Design seg7_scan_ctrl, sky130hd; sources not shown.
### Cells colored by class

Scale: 6 px per um. Fill, decap, tap and diode cells in gray.
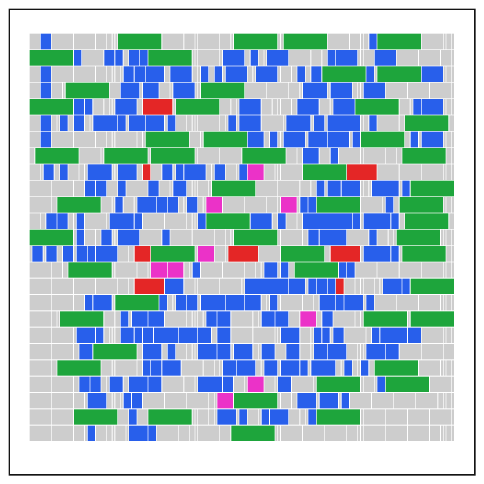
[blue] all other logic | cells: 217
[magenta] other buffers and delay cells | cells: 9
[red] clock drivers and dummy loads | cells: 8
[green] flip-flops | cells: 53
Final Util: 0.562
Seq area share: 0.392

### Power grid

Scale: 4 px per um. Pins as bars on the die edge.
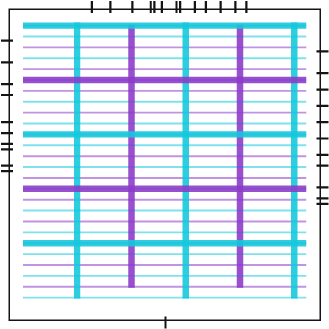
[purple] VDD
[cyan] VSS
rows: 25
met5 straps: 5
met1 rails: 26
signal pins: 35
Die Width: 77.3 um
Core Box Area: 4820 um2
Die Y: 77.3 um
Max VDD drop: 266 uV

### Where the registers sit

Scale: 6 px per um. Other sequential cells in the stronger gray, the rest of the logic in the fainter gray.
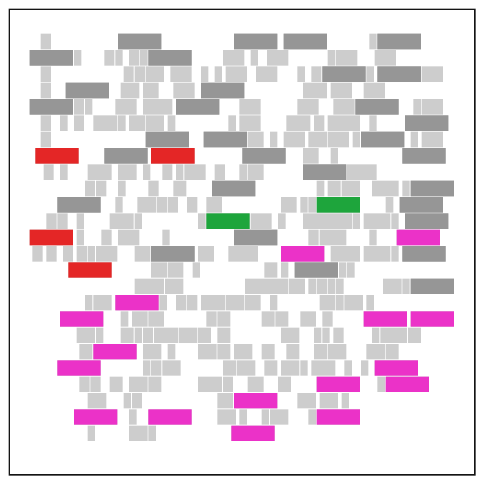
[red] sh_dp_q | sequential cells: 4 | where: middle left
[green] idx_q | sequential cells: 2
[magenta] cnt_q | sequential cells: 16
not colored: 31
seq pwr: 0.000704 W
Reg area: 1060 um2

### Track usage over the die

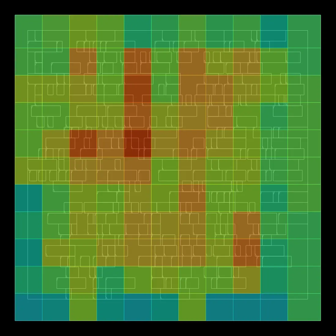
met3 Use GR: 0.0464
Total Routing Usage GR: 0.196

### Clock network drawn from the DEF

Scale: 8 px per um.
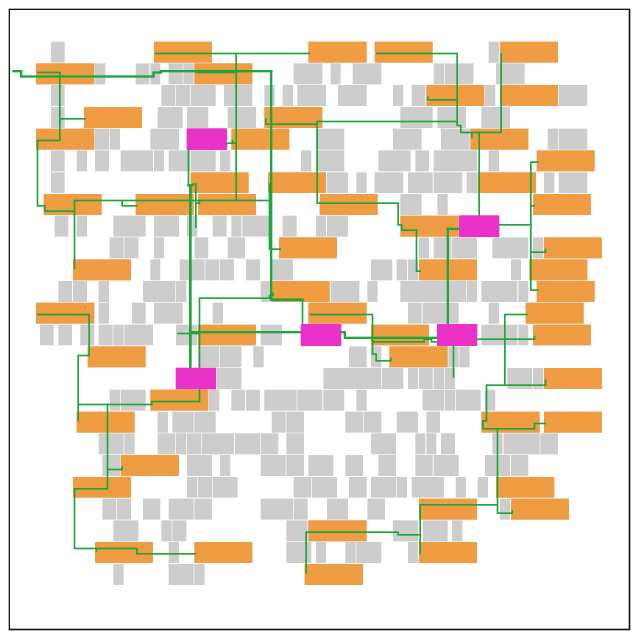
[orange] flip-flops | count: 53
[magenta] cells driving clock nets | count: 5
[green] clock wires | length: 641 um
routed clock nets: 6
flops lie: all over the die
Clk. pwr: 0.000388 W
worst skew pair latency: 0.30 ns
clock share of power: 0.350

==> impl_metrics.py <==
# Physical implementation metrics
metrics = {
    "route": {
        "via_per_inst": 5.51,
        "drtPass1Iterations": 4,
        "drt_iter0_drc": 159,
        "wirelength_mm": 5.60,
        "route.detailed.drc": 0,
        "wl_per_cell_um": 15.8,
        "postRouteAntennaNets": 0,
    },
    "power": {
        "combPwrFrac": 0.014,
        "p_leak_nw": 1.07,
        "fin_total_pwr_w": 0.00111,
        "switchingPower_w": 0.000241,
        "seqPwrFrac": 0.636,
        "switching_share": 0.217,
        "p_int_w": 0.000868,
    },
    "final_timing": {
        "rsz0062_at_grt": "no",
        "fin_tns_setup_ns": 0,
        "tightest_slew_ns": 0.590,
        "relSlewSlack": 0.604,
        "skew_ns": 0.00827,
        "max_freq_ghz": 0.358,
        "final.min_clock_period_ns": 2.79,
        "finalSetupViolations": 0,
        "final-hold-violation-count": 0,
        "finalCritPeriodShare": 0.916,
        "slew_violations": 0,
    },
    "floorplan": {
        "rows": 25,
        "die_area_um2": 5980,
        "initCoreUtil": 0.528,
        "ios": 35,
    },
    "logic_synthesis": {
        "ys_area_um2": 2540,
        "top_cells_by_count": "53 x dfxtp_1, 41 x nor2_1, 30 x nand2_1, 23 x mux2i_1, 16 x nand3_1",
        "syn_area_um2": 2540,
        "yosysCellCount": 287,
        "avgSynthCellArea_um2": 8.87,
        "synth_flops": 53,
        "synth_cells": 287,
        "fp_nets": 316,
        "synth_cell_types": 49,
        "ys_warn_count": 0,
        "top_area_frac": 0.417,
        "top_cell": "dfxtp_1",
        "ys_seq_frac": 0.417,
        "ys_async_sr_fraction": 0,
        "flop_cell": "dfxtp_1",
        "topCellsByArea": "dfxtp_1 42%, mux2i_1 9.0%, nor2_1 6.0%",
    },
    "min_path": {
        "hp-class": "in2reg",
        "holdPathStages": 0,
    },
    "worst_setup_path": {
        "crit_buf_inv": 0,
        "cp_slowest_cell": "or4_4",
        "r2r.worst_path.cells": 8,
        "crit_family": "simple AND/OR/NAND/NOR gates",
        "worstPathRequired_ns": 3.29,
        "startpoint_type": "flip-flop",
        "path_class": "reg2reg",
        "critical_path_arrival_ns": 3.03,
        "endpoint_kind": "flip-flop",
        "crit_cells": 8,
        "path_max_fanout": 10,
        "reg2reg_slack_ns": 0.26,
        "worstPathCellList": "or4_4 > or3_4 > nor2_8 > mux2i_4 > mux2_4 > a21oi_2 > o211ai_1 > a21oi_1",
    },
    "grt": {
        "grt_pass1_wl_mm": 9.38,
        "antenna_found_initial": 0,
        "grt_max_degree": 41,
        "grt_pass1_vias": 1818,
        "grt_overflow": 0,
    },
    "finish": {
        "fillers": 472,
        "drive_gt1_frac": 0.108,
        "nets": 315,
        "diodes": 0,
        "logic_area_um2": 1400,
    },
    "run_status": {
        "outcome": "complete, no violations",
    },
    "cts": {
        "cts_num_sinks": 53,
        "cts_tree": "done",
        "ctsHoldBuffers": 0,
        "cts_buffers": 5,
        "h-tree-depth": 2,
        "cts-resized-gates": 0,
        "clkSlewWorstSetupHoldPaths_ns": 0.09,
        "clock_path_buffers": 2,
    },
    "place": {
        "dp_cells": 346,
        "dpl.hpwl_mm": 3.91,
        "port_buffers": 0,
    },
    "flow_run": {
        "log.warning_count": 29,
    },
}
==> power by group through the flow <==
stage | logic, W | registers [W] | clock network (W)
after floorplan | 0.0000205 | 0.000718 | 0
after global placement | 0.0000152 | 0.000720 | 0
after detailed placement | 0.0000154 | 0.000721 | 0
after CTS | 0.0000158 | 0.000704 | 0.000404
after global routing | 0.0000176 | 0.000705 | 0.000424
final | 0.0000157 | 0.000704 | 0.000388
==> metal layers <==
layer  wire [um]  GRT usage  vias to the layer above
li1            -          -                     1007
met1        3080      0.317                      894
met2        2160      0.248                       41
met3         286     0.0464                        7
met4          65     0.0587                        0
met5           0          0                        -
==> through the flow <==
step	setup slack [ns]	hold WS (ns)	area, um2
4_1_cts	0.250	0.0170	2710
6_report	0.257	0.0302	2710
3_3_place_gp	0.330	0.339	2620
2_1_floorplan	0.350	0.333	2540
3_5_place_dp	0.255	0.339	2620
5_1_grt	0.123	0.00883	2710
==> cell families after synthesis <==
kind of cell	share of synthesized area
compound gates	0.107
buf+inv	0.0329
fa+ha+maj	0.0246
flops	0.417
xor+xnor	0.0482
mux	0.132
simple gates	0.239
==> layout make-up <==
cell class | instances | area share
inverters | 3 | 0.00416
repair buffers | 9 | 0.0250
clock inverters | 1 | 0.00277
well taps | 67 | 0.0310
flip-flops and latches | 53 | 0.392
multi-input cells | 214 | 0.517
clock buffers | 7 | 0.0282
==> cell usage in the layout (no fill, tap or decap), types with 2 or more instances in the layout <==
master / count
o21ai_0: 3
buf_4: 9
o2111ai_1: 2
a211oi_1: 3
inv_1: 3
ha_1: 5
clkbuf_1: 2
nor2_1: 41
mux2i_1: 23
nor2b_1: 2
nand4b_1: 2
nand3_1: 16
o211ai_1: 3
a31oi_1: 4
xor2_1: 5
mux2_2: 6
dfxtp_1: 53
and3_1: 6
clkbuf_8: 5
nand2_1: 30
and2_1: 4
a311oi_1: 3
a2bb2oi_1: 2
xnor2_1: 9
nor3_1: 8
a21oi_1: 15
Power figures rest on the tool's default switching activity, not on a simulated workload.
